### Routed metal per tile

35 x 35 tiles, from dark purple (low) to yellow (high), scaled to the fullest tile. Values are wire area over tile area, all layers added.
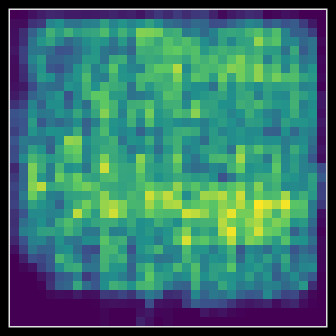
### Close-up of the layout

Region (161, 161) to (191, 191) µm. Cells in grey, sequential cells in the stronger grey; small squares are vias.
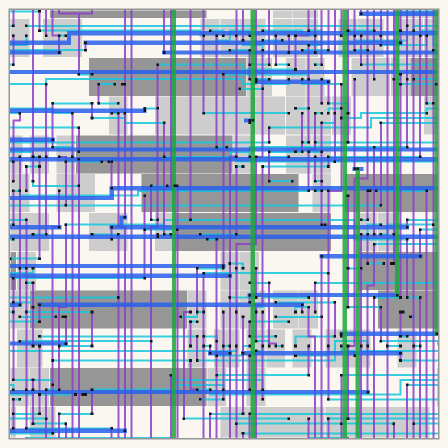
<file path="src/rtl/multiport_register_file.sv">
// Parametrised NR/MW integer register file with a hardwired-zero x0, optional
// same-cycle write-to-read bypass and a per-register pending-write scoreboard.
module multiport_register_file #(
    parameter int unsigned     XLEN      = 32,
    parameter int unsigned     NUM_REGS  = 32,
    parameter int unsigned     ADDR_W    = $clog2(NUM_REGS),
    parameter int unsigned     NUM_READ  = 2,
    parameter int unsigned     NUM_WRITE = 1,
    parameter int unsigned     BYPASS    = 1,
    parameter int unsigned     SP_INDEX  = 2,
    parameter logic [XLEN-1:0] SP_RESET  = XLEN'(32'h0100_0000)
) (
    input  logic                          clock,
    input  logic                          reset,
    input  logic [NUM_READ*ADDR_W-1:0]    rd_addr,
    output logic [NUM_READ*XLEN-1:0]      rd_data,
    output logic [NUM_READ-1:0]           rd_pending,
    input  logic [NUM_WRITE-1:0]          wr_en,
    input  logic [NUM_WRITE*ADDR_W-1:0]   wr_addr,
    input  logic [NUM_WRITE*XLEN-1:0]     wr_data,
    input  logic                          rsv_en,
    input  logic [ADDR_W-1:0]             rsv_addr,
    output logic                          any_pending
);

    logic [XLEN-1:0]     regs [NUM_REGS];
    logic [NUM_REGS-1:0] pending;

    logic [ADDR_W-1:0]   wa [NUM_WRITE];
    logic [XLEN-1:0]     wd [NUM_WRITE];
    logic                wv [NUM_WRITE];
    logic                rsv_ok;

    // Writable/readable address: not x0 and inside the implemented range.
    function automatic logic addr_ok(input logic [ADDR_W-1:0] a);
        return (a != '0) && (32'(a) < NUM_REGS);
    endfunction

    // Unpack write ports and qualify each with enable and address validity.
    for (genvar j = 0; j < int'(NUM_WRITE); j++) begin : g_wr
        assign wa[j] = wr_addr[j*ADDR_W +: ADDR_W];
        assign wd[j] = wr_data[j*XLEN +: XLEN];
        assign wv[j] = wr_en[j] && addr_ok(wa[j]);
    end

    assign rsv_ok = rsv_en && addr_ok(rsv_addr);

    // Register and scoreboard update; later ports override earlier ones, and a
    // reservation overrides a same-cycle write clear.
    always_ff @(posedge clock) begin
        if (reset) begin
            for (int unsigned k = 0; k < NUM_REGS; k++) begin
                regs[ADDR_W'(k)] <= (k == SP_INDEX && k != 0) ? SP_RESET : '0;
            end
            pending <= '0;
        end else begin
            for (int unsigned j = 0; j < NUM_WRITE; j++) begin
                if (wv[j]) begin
                    regs[wa[j]]    <= wd[j];
                    pending[wa[j]] <= 1'b0;
                end
            end
            if (rsv_ok) begin
                pending[rsv_addr] <= 1'b1;
            end
        end
    end

    // Read ports: stored value, optionally overridden by the winning same-cycle write.
    for (genvar i = 0; i < int'(NUM_READ); i++) begin : g_rd
        logic [ADDR_W-1:0] ra;
        logic [XLEN-1:0]   data;
        logic              pend;

        assign ra = rd_addr[i*ADDR_W +: ADDR_W];

        // Per-port data/pending selection with ascending-port bypass priority.
        always_comb begin
            data = '0;
            pend = 1'b0;
            if (addr_ok(ra)) begin
                data = regs[ra];
                pend = pending[ra];
            end
            if (BYPASS != 0) begin
                for (int unsigned j = 0; j < NUM_WRITE; j++) begin
                    if (wv[j] && (wa[j] == ra)) begin
                        data = wd[j];
                        pend = 1'b0;
                    end
                end
            end
        end

        assign rd_data[i*XLEN +: XLEN] = data;
        assign rd_pending[i]           = pend;
    end

    assign any_pending = |pending;

endmodule

</file>
<file path="config.mk">
export PLATFORM = sky130hd
export DESIGN_NAME = multiport_register_file
export DESIGN_NICKNAME = d
export VERILOG_FILES = /design/src/rtl/multiport_register_file.sv
export SDC_FILE = /design/constraint.sdc
export NUM_CORES = 2
export LEC_CHECK = 0
export ABC_AREA = 1
export CAP_MARGIN = 20
export CORE_MARGIN = 4
export CORE_UTILIZATION = 50
export DETAILED_ROUTE_END_ITERATION = 10
export PLACE_DENSITY_LB_ADDON = 0.12
export SLEW_MARGIN = 25
export SYNTH_ARGS = -nofsm -noshare
export SYNTH_HDL_FRONTEND = slang
export SYNTH_SLANG_ARGS = --single-unit
</file>
<file path="constraint.sdc">
create_clock -name clock -period 5.8 [get_ports clock]
set_clock_uncertainty 0.05 [all_clocks]
set_input_delay 1.16 -clock clock [delete_from_list [all_inputs] [get_ports clock]]
set_output_delay 1.16 -clock clock [all_outputs]
set_load 0.02 [all_outputs]
</file>
==> results.toml <==
# implementation run metrics
[critical_path]
worstPathMaxFanout = 28
crit_start = "wr_addr[2]"
critPathRequiredTime_ns = 4.59
end_kind = "output port"
worstPathArrival_ns = 4.17
crit_type = "in -> out"
reg2reg_depth = 2
r2r-end = "pending[1]"
rrSetupSlack_ns = 5.08

[hold_path]
hold_depth = 2
hp-class = "reg -> reg"
hold_start = "pending[0]"

[synth]
async_flop_share_pct = 0
synthMostInstantiatedCell = "nand2_1"
ys_seq_share_pct = 53.12
yosysCellCount = 7603
synth_cells = 7603
top_area_share_pct = 52.03
ys.flop_type = "edfxtp_1"
edf_count = 1024
ys_top_cells_by_area = "edfxtp_1, nand2_1, nor2_1"

[cts]
cts_buffers = 118
cts_resized = 0
post_cts_buffers = 0
clock_latency_ns = 0.73

[final_layout]
layoutNonFillerInstCount = 9066
fill_cells = 10630
area_delta_synth_final_pct = 11.36
drive_above_1_share_pct = 6.688
finish.utilization_pct = 56.33

[power]
p_leak_uw = 0.02683

[die]
rows = 125
fp-utilization_pct = 50.58
ios = 123
core-area_um2 = 116800

[status]
status = "completed"

[detailed_routing]
finalWirelength_mm = 243.0

[place]
place_congestion = 0.9315

[sta]
setup_viol = 0
clock.fmax_mhz = 185.8
hold_slack_ns = 0.4234
setup_tns_ns = 0

[global_route]
antenna_found_initial = 14
-- 'Routed metal per tile' (at the start) --
- fullest tile: 0.79
- tiles over half the peak: 47%
- densest ninth of the die: centre

-- 'Close-up of the layout' (at the start) --
- green: metal 4
- blue: metal 3
- cyan: metal 1
- purple: metal 2
- most frequent: nand2_1 (21), nor2_1 (17)
- cells with their middle in the window: 67
- sequential cells in the window: 8
- netlist names of flops here include: regs (8)

==> worst max-delay path: stages <==
cell	delay, ns
clkdlybuf4s50_1	0.57
inv_1	0.20
nand3_1	0.19
o21ai_2	0.35
nor2_1	0.15
a21oi_4	0.26
buf_12	0.26
nand3_1	0.27
nand2_1	0.13
clkdlybuf4s50_1	0.60
==> kinds of logic after synthesis <==
family                 after synthesis  synth area share (%)
AND/OR/NAND/NOR                   4788                 32.58
flip-flops                        1056                 53.12
buffers and inverters              988                 6.758
AND-OR/OR-AND                      764                 7.451
XOR/XNOR                             6               0.08892
other                                1              0.006346
==> layout make-up <==
cell class	instances	area [µm²]	share of cell area, %
Antenna cell	6	15.01	0.02282
Clock buffer	144	3154	4.793
Clock inverter	76	700.7	1.065
Inverter	340	1306	1.985
Multi-Input combinational cell	5590	24020	36.50
Sequential cell	1056	31390	47.70
Tap cell	1524	1907	2.898
Timing Repair Buffer	330	3313	5.035
==> power breakdown <==
part,leakage (µW),total [µW],switching [µW],internal (µW)
logic,0.0149,2850,2070,775
clock network,0.00190,7620,3210,4410
registers,0.0100,8970,191,8780
total,0.0268,19400,5470,14000
==> cell usage in the layout (no fill, tap or decap), types with 110 or more instances in the layout <==
master,netlist,routed
nand3_1,848,839
nor2_1,1726,1723
a21oi_1,232,232
nand2_1,2156,2127
clkbuf_16,0,121
o211ai_1,216,216
buf_4,4,169
edfxtp_1,1024,1024
clkdlybuf4s50_1,0,110
o21ai_0,291,289
inv_1,331,310
==> routing by layer <==
| layer | track usage, % | vias up | part of all wire, % |
|---|---|---|---|
| met1 | 51.05 | 26420 | 36 |
| met3 | 10.68 | 840 | 14 |
| li1 | - | 24610 | - |
| met2 | 57.22 | 4304 | 43 |
| met4 | 22.39 | 2 | 6.7 |
| met5 | 0 | - | 0.0033 |
Power figures rest on the tool's default switching activity, not on a simulated workload.
